### src/rtl/conv_adder_tree_pkg.sv
// Shared constants and sizing helpers for the convolution adder tree.
package conv_pkg;

  localparam int unsigned BITWIDTH     = 8;
  localparam int unsigned FILTER_WIDTH = 3;

  function automatic int unsigned tree_levels(input int unsigned n);
    return $clog2(n);
  endfunction

  function automatic int unsigned sum_width(input int unsigned bw, input int unsigned n);
    return bw + $clog2(n);
  endfunction

  // Element count after k halvings, rounding up for the pass-through odd element.
  function automatic int unsigned level_count(input int unsigned n, input int unsigned k);
    int unsigned c;
    c = n;
    for (int unsigned i = 0; i < k; i++) c = (c + 1) / 2;
    return c;
  endfunction

endpackage

### src/rtl/conv_adder_tree_level.sv
// One registered pairwise reduction level of the adder tree.
module adder_tree_level #(
  parameter int unsigned in_count  = 9,
  parameter int unsigned in_width  = 8,
  parameter int unsigned out_width = 12
) (
  input  logic                                     clock,
  input  logic                                     reset,
  input  logic                                     en,
  input  logic                                     in_valid,
  input  logic [in_count*in_width-1:0]             din,
  output logic                                     out_valid,
  output logic [((in_count+1)/2)*out_width-1:0]    dout
);

  localparam int unsigned out_count = (in_count + 1) / 2;

  logic [out_count*out_width-1:0] nxt;

  for (genvar i = 0; i < in_count / 2; i++) begin : g_pair
    assign nxt[i*out_width +: out_width] =
      out_width'(din[(2*i)*in_width +: in_width]) +
      out_width'(din[(2*i+1)*in_width +: in_width]);
  end

  if (in_count % 2 != 0) begin : g_odd
    assign nxt[(out_count-1)*out_width +: out_width] =
      out_width'(din[(in_count-1)*in_width +: in_width]);
  end

  always_ff @(posedge clock or negedge reset) begin
    if (!reset) begin
      dout      <= '0;
      out_valid <= 1'b0;
    end else if (en) begin
      dout      <= nxt;
      out_valid <= in_valid;
    end
  end

endmodule

### src/rtl/conv_adder_tree.sv
// Registered adder tree reducing one convolution window to a sum, with global stall backpressure.
// Optional clamp of the final sum to the product width: define CONV_ADDER_SAT_EN.
import conv_pkg::*;

module conv_adder_tree #(
  parameter int unsigned bitwidth    = BITWIDTH,
  parameter int unsigned filterWidth = FILTER_WIDTH,
  parameter int unsigned sumWidth    = sum_width(bitwidth, filterWidth*filterWidth),
  parameter int unsigned countWidth  = 16
) (
  input  logic                  clock,
  input  logic                  reset,
  input  logic [bitwidth-1:0]   products [0:filterWidth*filterWidth-1],
  input  logic                  in_valid,
  output logic                  in_ready,
  output logic [sumWidth-1:0]   sum_out,
  output logic                  sum_valid,
  input  logic                  sum_ready,
  output logic                  sat_flag,
  output logic [countWidth-1:0] result_count
);

  localparam int unsigned filterSize = filterWidth * filterWidth;
  localparam int unsigned L          = tree_levels(filterSize);

  logic                           en;
  logic [filterSize*bitwidth-1:0] flat;
  logic [sumWidth-1:0]            full_sum;

  always_comb begin
    flat = '0;
    for (int unsigned i = 0; i < filterSize; i++) flat[i*bitwidth +: bitwidth] = products[i];
  end

  // The last level register doubles as the output register, so a full output stalls everything.
  assign en       = ~sum_valid | sum_ready;
  assign in_ready = en;

  for (genvar k = 0; k < L; k++) begin : g_lvl
    localparam int unsigned IN_N  = level_count(filterSize, k);
    localparam int unsigned OUT_N = level_count(filterSize, k + 1);
    localparam int unsigned IN_W  = (k == 0) ? bitwidth : sumWidth;

    logic [IN_N*IN_W-1:0]      din;
    logic                      vin;
    logic [OUT_N*sumWidth-1:0] dout;
    logic                      vout;

    if (k == 0) begin : g_src
      assign din = flat;
      assign vin = in_valid & en;
    end else begin : g_src
      assign din = g_lvl[k-1].dout;
      assign vin = g_lvl[k-1].vout;
    end

    adder_tree_level #(
      .in_count  (IN_N),
      .in_width  (IN_W),
      .out_width (sumWidth)
    ) u_level (
      .clock     (clock),
      .reset     (reset),
      .en        (en),
      .in_valid  (vin),
      .din       (din),
      .out_valid (vout),
      .dout      (dout)
    );
  end

  assign full_sum  = g_lvl[L-1].dout;
  assign sum_valid = g_lvl[L-1].vout;

`ifdef CONV_ADDER_SAT_EN
  localparam logic [sumWidth-1:0] SAT_MAX = sumWidth'((64'd1 << bitwidth) - 64'd1);

  // Clamp is a pure function of the output register, so it holds with sum_out under stall.
  always_comb begin
    sat_flag = (full_sum > SAT_MAX);
    sum_out  = sat_flag ? SAT_MAX : full_sum;
  end
`else
  assign sum_out  = full_sum;
  assign sat_flag = 1'b0;
`endif

  always_ff @(posedge clock or negedge reset) begin
    if (!reset) begin
      result_count <= '0;
    end else if (sum_valid && sum_ready) begin
      result_count <= result_count + countWidth'(1);
    end
  end

endmodule

### config.mk
export PLATFORM = sky130hd
export DESIGN_NAME = conv_adder_tree
export DESIGN_NICKNAME = d
export VERILOG_FILES = /design/src/rtl/conv_adder_tree_pkg.sv /design/src/rtl/conv_adder_tree_level.sv /design/src/rtl/conv_adder_tree.sv
export SDC_FILE = /design/constraint.sdc
export NUM_CORES = 1
export LEC_CHECK = 0
export CAP_MARGIN = 15
export CELL_PAD_IN_SITES_DETAIL_PLACEMENT = 1
export CELL_PAD_IN_SITES_GLOBAL_PLACEMENT = 1
export CORE_UTILIZATION = 51
export DETAILED_ROUTE_END_ITERATION = 10
export DONT_BUFFER_PORTS = 1
export GPL_TIMING_DRIVEN = 0
export PLACE_DENSITY = 0.77
export SLEW_MARGIN = 20
export SYNTH_ARGS = -nofsm -noshare
export SYNTH_HDL_FRONTEND = slang
export SYNTH_HIERARCHICAL = 1
export SYNTH_SLANG_ARGS = --single-unit
### constraint.sdc
create_clock -name clock -period 2.6 [get_ports clock]
set_input_delay 0.39 -clock clock [delete_from_list [all_inputs] [get_ports clock]]
set_output_delay 0.39 -clock clock [all_outputs]
set_load 0.05 [all_outputs]
==> run summary, run 1 <==
impl run done, here's what came out: Num CTS Buffers=17, Mapped Cells=slightly below 900, root buffer cell=clkbuf_16, Synth cell types=75, slowest stage cell, crit path=dfrtp_2, most area-hungry cell type in the Yosys netlist=dfrtp_1, asr flop ratio synth=100.0%, clk_lat worst skew=430 ps, synth top area cells=dfrtp_1, ha_1, mux2_2, logic area=5366 sq um, # nets final=~1100, worst slew pin tran=618.1 ps, vias in the first global route=7887, post-synth tally of flip-flops with integrated enable=0, met1 Usage GRT=32.66%, Post-DP Area=9440 sq um, Detailed Route Iter0 Violations=roughly 320, Critical Path Start=g_lvl[3].u_level/out_valid$_DFFE_PN0P_, post-DR vias/cell=6.202, Mean Syn Cell Area=between 10 and 15 sq um, dpl ws=-657.2 ps, P_leak=4.452 nW, fp util=a little over half, reg2reg start=g_lvl[3].u_level/out_valid$_DFFE_PN0P_, highest metal used=met4, met2 wire len=13230 microns, clk sink count=around 140, WHS=-339.6 ps, # diodes=0, max_slew headroom=58.79%, final instance area=10070 sq um, Bufs and invs on worst path=3, layout overhead on the synthesized area=10.64%, Comb power frac=approximately half, max FFs per register=116, M1 WL=10350 microns, cts repair resizes=6, met3 WL=about 840 microns, WS Path Type=reg2reg, Final Hold Violation Tally=136, OpenROAD warning count=30, initial antenna violation count=0, pwr/cell area=1380 nW/um^2, GR Layer Usage met3=4.789%, # Cells Yosys=895, CP Depth=5, Die ar.=18390 sq um, crit-path max FO=10, Max VDD drop=~0.7 mV, CP top delay family=buffers and inverters, layout cells sized above 1=between 10% and 20%, largest net degree at the start of global routing=137, CTS tree=built, CP peak stage delay=550 ps, r2r endpoint=g_lvl[1].u_level/dout[26]$_DFFE_PN0P_, Final period util=just over 90%, routing usage on met2=about 52%, xor+xnor area frac=under 10%, # fillers=roughly 2000, vertical die size=135.6 microns, Startpoint Class=flip-flop, Hold Path Class=in2async, comb area leader=AND-OR/OR-AND gates, Synth Area in Adders=12.34%, violated checks=hold timing, cells on worst reg2reg path=5, chip width=135.6 microns, global routing's busiest layer=met2, top-count cell post-synth=dfrtp_1, Slew Viols, Final=0, status=finished with violations, Sum Neg Setup Slack=0 ps, non-filler cells, final=roughly 1200, Sw Share=between 40% and 50%, max-cap violations=0, clock share of power=17.9%, Cell Int Power=7.628 mW, First-pass DRT Iterations=5, gr ovfl total=0, Top cells excl fill/tap=dfrtp_1, ha_1, mux2_2, a21oi_1, o21ai_0, CTS H-Tree Depth=4, Layout Skew=approximately 8.6 ps, first-pass GRT wire length=40080 microns, crit path capture=g_lvl[1].u_level/dout[26]$_DFFE_PN0P_, CTS clk-pin slew, worst paths=60 ps, CP Capture Type=flip-flop
==> run 1: power groups by stage <==
stage               combinational (mW)  sequential [mW]  clock, mW
floorplan                         5.42             3.93          0
global placement                  6.47             4.17          0
detailed placement                6.89             4.23          0
CTS                               7.12             4.23       2.52
global route                      7.87             4.32       2.60
finish                            7.20             4.21       2.48
==> run 1: final cells by class <==
cell class,instances,share of cell area [%]
flip-flops and latches,136,33.81
clock inverters,12,1.466
clock buffers,20,4.535
multi-input cells,693,53.29
plain buffers,52,2.994
well taps,225,2.795
inverters,30,1.118
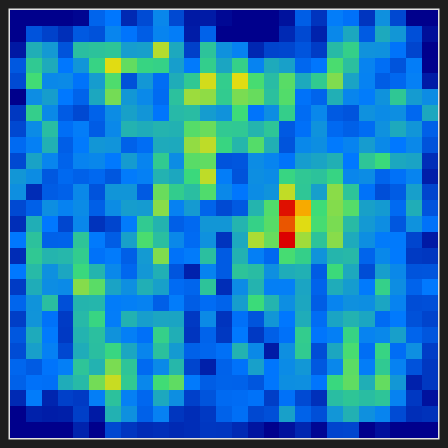
Run 1: wire density map
27 x 27 tiles, from dark blue (low) to red (high), scaled to the fullest tile. Values are wire area over tile area, all layers added.
- nearly empty tiles: 4.3%
- densest ninth of the die: middle
- fullest tile: 0.73
GRT Overall Usage: 28.41%
wire per inst: 21.40 microns
via count: 7244
total wire length: 25000 microns

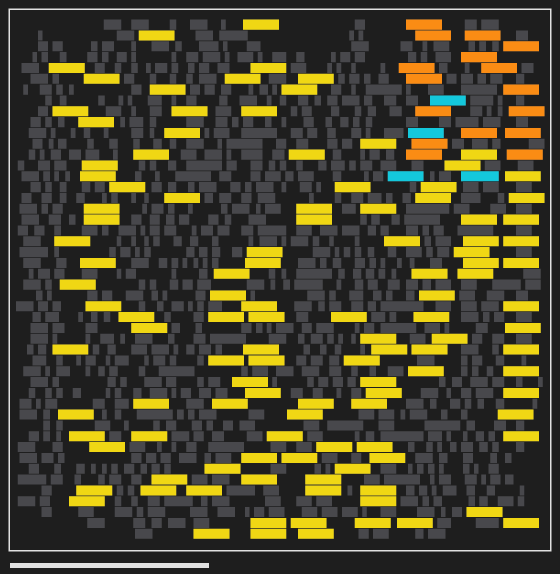
Run 1: register map, names as in the netlist
The bar under the picture is 50 microns long. Other cells in gray.
- result_count: orange (sequential cells 16; where top right)
- g_lvl.u_level/out_valid: cyan (sequential cells 4; where top right)
- g_lvl.u_level/dout: yellow (sequential cells 116; where widely spread)
Final Util: 58.02%
FF+latch area: 3405 sq um
sequential power: 4.21 mW

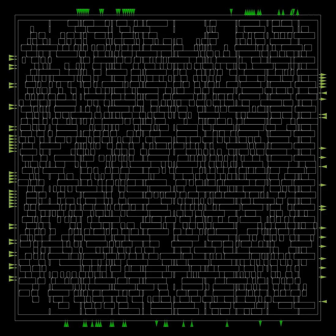
Run 1: placed standard cells
Core ar.: 17360 sq um
row cnt: 48
Flops: 136

==> run 1 -> run 2 <==
--- a/config.mk
+++ b/config.mk
@@ -8,6 +8,7 @@
 export CAP_MARGIN = 15
 export CELL_PAD_IN_SITES_DETAIL_PLACEMENT = 1
 export CELL_PAD_IN_SITES_GLOBAL_PLACEMENT = 1
+export CORE_MARGIN = 8
 export CORE_UTILIZATION = 51
 export DETAILED_ROUTE_END_ITERATION = 10
 export DONT_BUFFER_PORTS = 1
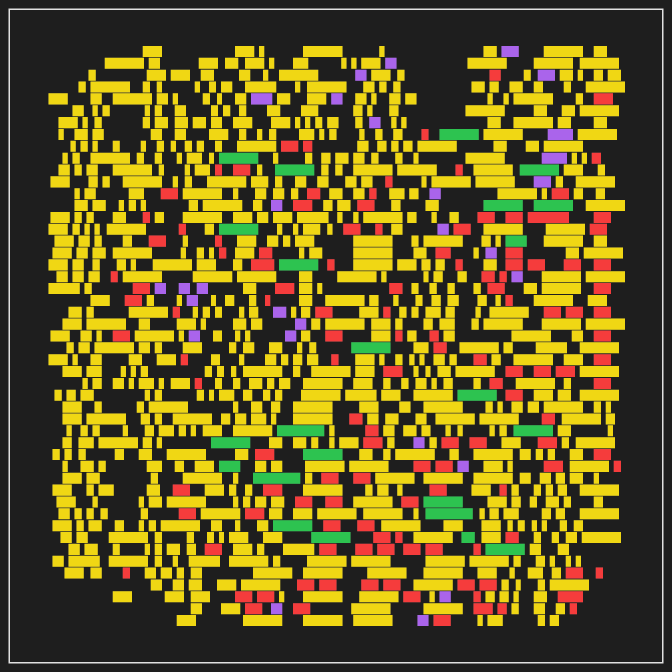
Run 2: cells by drive strength
- x3 and x4: purple (cells 28)
- x1 and smaller: yellow (cells 761)
- x2: red (cells 130)
- x6 and larger: green (cells 23)

==> run 2 against run 1 <==
Die size increased by 22%; critical path depth unchanged; synthesized area unchanged; largest power group unchanged; setup slack got worse by 26 ps; the run still ends with hold timing left; via count fell by 0.21%; clock power is essentially flat; combinational power about the same; hold slack improved by 4.1 ps; core utilization is 1.2 points lower.
==> run summary, run 2 <==
impl run done, here's what came out: reg2reg start=g_lvl[3].u_level/out_valid$_DFFE_PN0P_ (unchanged), # fillers=1963 (was 1959), ClkCell Share=5.986% (was 6.001%), most area-hungry cell type in the Yosys netlist=dfrtp_1 (unchanged), layout cells sized above 1=19.21% (was 19.19%), Final Hold Violation Tally=136 (unchanged), CP Depth=5 (unchanged), NonClk Buf Share=2.993% (was 2.994%), sequential power=4.22 mW (was 4.21 mW), Synth Area in Adders=12.34% (unchanged), Die ar.=22380 sq um (was 18390 sq um), Mean Syn Cell Area=10.17 sq um (unchanged), violated checks=hold timing (unchanged), Slew Viols, Final=0 (unchanged), total wire length=25970 microns (was 25000 microns), cts repair resizes=5 (was 6), asr flop ratio synth=100.0% (unchanged), nonclk buf count=52 (unchanged), Pwr top=combinational cells (unchanged), inverter count=30 (unchanged), sequential cell area share=33.79% (was 33.81%), CP top delay family=buffers and inverters (unchanged), via count=7229 (was 7244), Critical Path Start=g_lvl[3].u_level/out_valid$_DFFE_PN0P_ (unchanged), r2r endpoint=g_lvl[1].u_level/dout[33]$_DFFE_PN0P_ (was g_lvl[1].u_level/dout[26]$_DFFE_PN0P_), crit-path max FO=10 (unchanged), FF+latch area=3405 sq um (unchanged), Cell Int Power=7.638 mW (was 7.628 mW), Comb power=7.23 mW (was 7.20 mW), First-pass DRT Iterations=5 (unchanged), P_leak=4.447 nW (was 4.452 nW), pwr/cell area=1383 nW/um^2 (was 1380 nW/um^2), synth top area cells=dfrtp_1, ha_1, mux2_2 (unchanged), post-DR vias/cell=6.173 (was 6.202), #MultiIn Comb=693 (unchanged), cells on worst reg2reg path=5 (unchanged), non-filler cells, final=1171 (was 1168), gr ovfl total=0 (unchanged), first-pass GRT wire length=42100 microns (was 40080 microns), Biggest Area Class=logic gates (unchanged), OpenROAD warning count=30 (unchanged), CP Capture Type=flip-flop (unchanged), xor+xnor area frac=3.753% (unchanged), WHS=-335.5 ps (was -339.6 ps), CTS clk-pin slew, worst paths=60 ps (about the same), Core ar.=17720 sq um (was 17360 sq um), row cnt=49 (was 48), Sw Share=45.17% (was 45.11%), clk_lat worst skew=420 ps (was 430 ps), status=finished with violations (unchanged), Tap Cells=229 (was 225), Synth cell types=75 (unchanged), Sum Neg Setup Slack=0 ps (unchanged), Post-DP Area=9445 sq um (was 9440 sq um), Flops=136 (unchanged), Mapped Cells=895 (unchanged), # nets final=1091 (unchanged), logic area=5366 sq um (unchanged), Detailed Route Iter0 Violations=311 (was 323), root buffer cell=clkbuf_16 (unchanged), max FFs per register=116 (unchanged), layout overhead on the synthesized area=10.68% (was 10.64%)
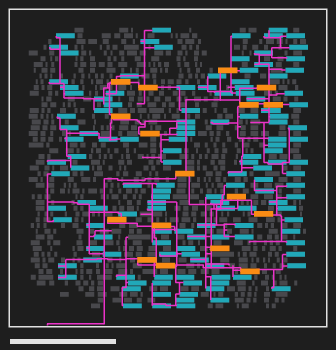
Run 2: clock distribution
The bar under the picture is 50 microns long.
- clock-net drivers: orange (count 17)
- clock wires: magenta (length 1880 microns)
- flip-flops: cyan (count 136)
- routed clock nets: 18
clock share of power: 17.8%
Layout Skew: 9.418 ps
Clk power: 2.48 mW

run 2: cell counts after synthesis:
Identical to the previous run, type by type.
run 2: metal layers:
metal / part of all wire, % / GRT usage (%) / vias up
li1: - / - / 3369
met1: 41 / 27.06 / 3646
met2: 53 / 42.73 / 171
met3: 4.3 / 5.534 / 43
met4: 2.4 / 8.935 / 0
met5: 0 / 0 / -
run 2: cell families (layout without fill, tap and decap cells):
kind of cell | count (synthesis) | in the layout
AND-OR/OR-AND | 267 | 267
AND/OR/NAND/NOR | 210 | 211
flip-flops | 136 | 136
adder cells (fa/ha/maj) | 85 | 85
buffers and inverters | 82 | 113
multiplexers | 74 | 74
XOR/XNOR | 39 | 39
other | 2 | 17
No activity file was given, so power comes from the tool's default toggle rates.
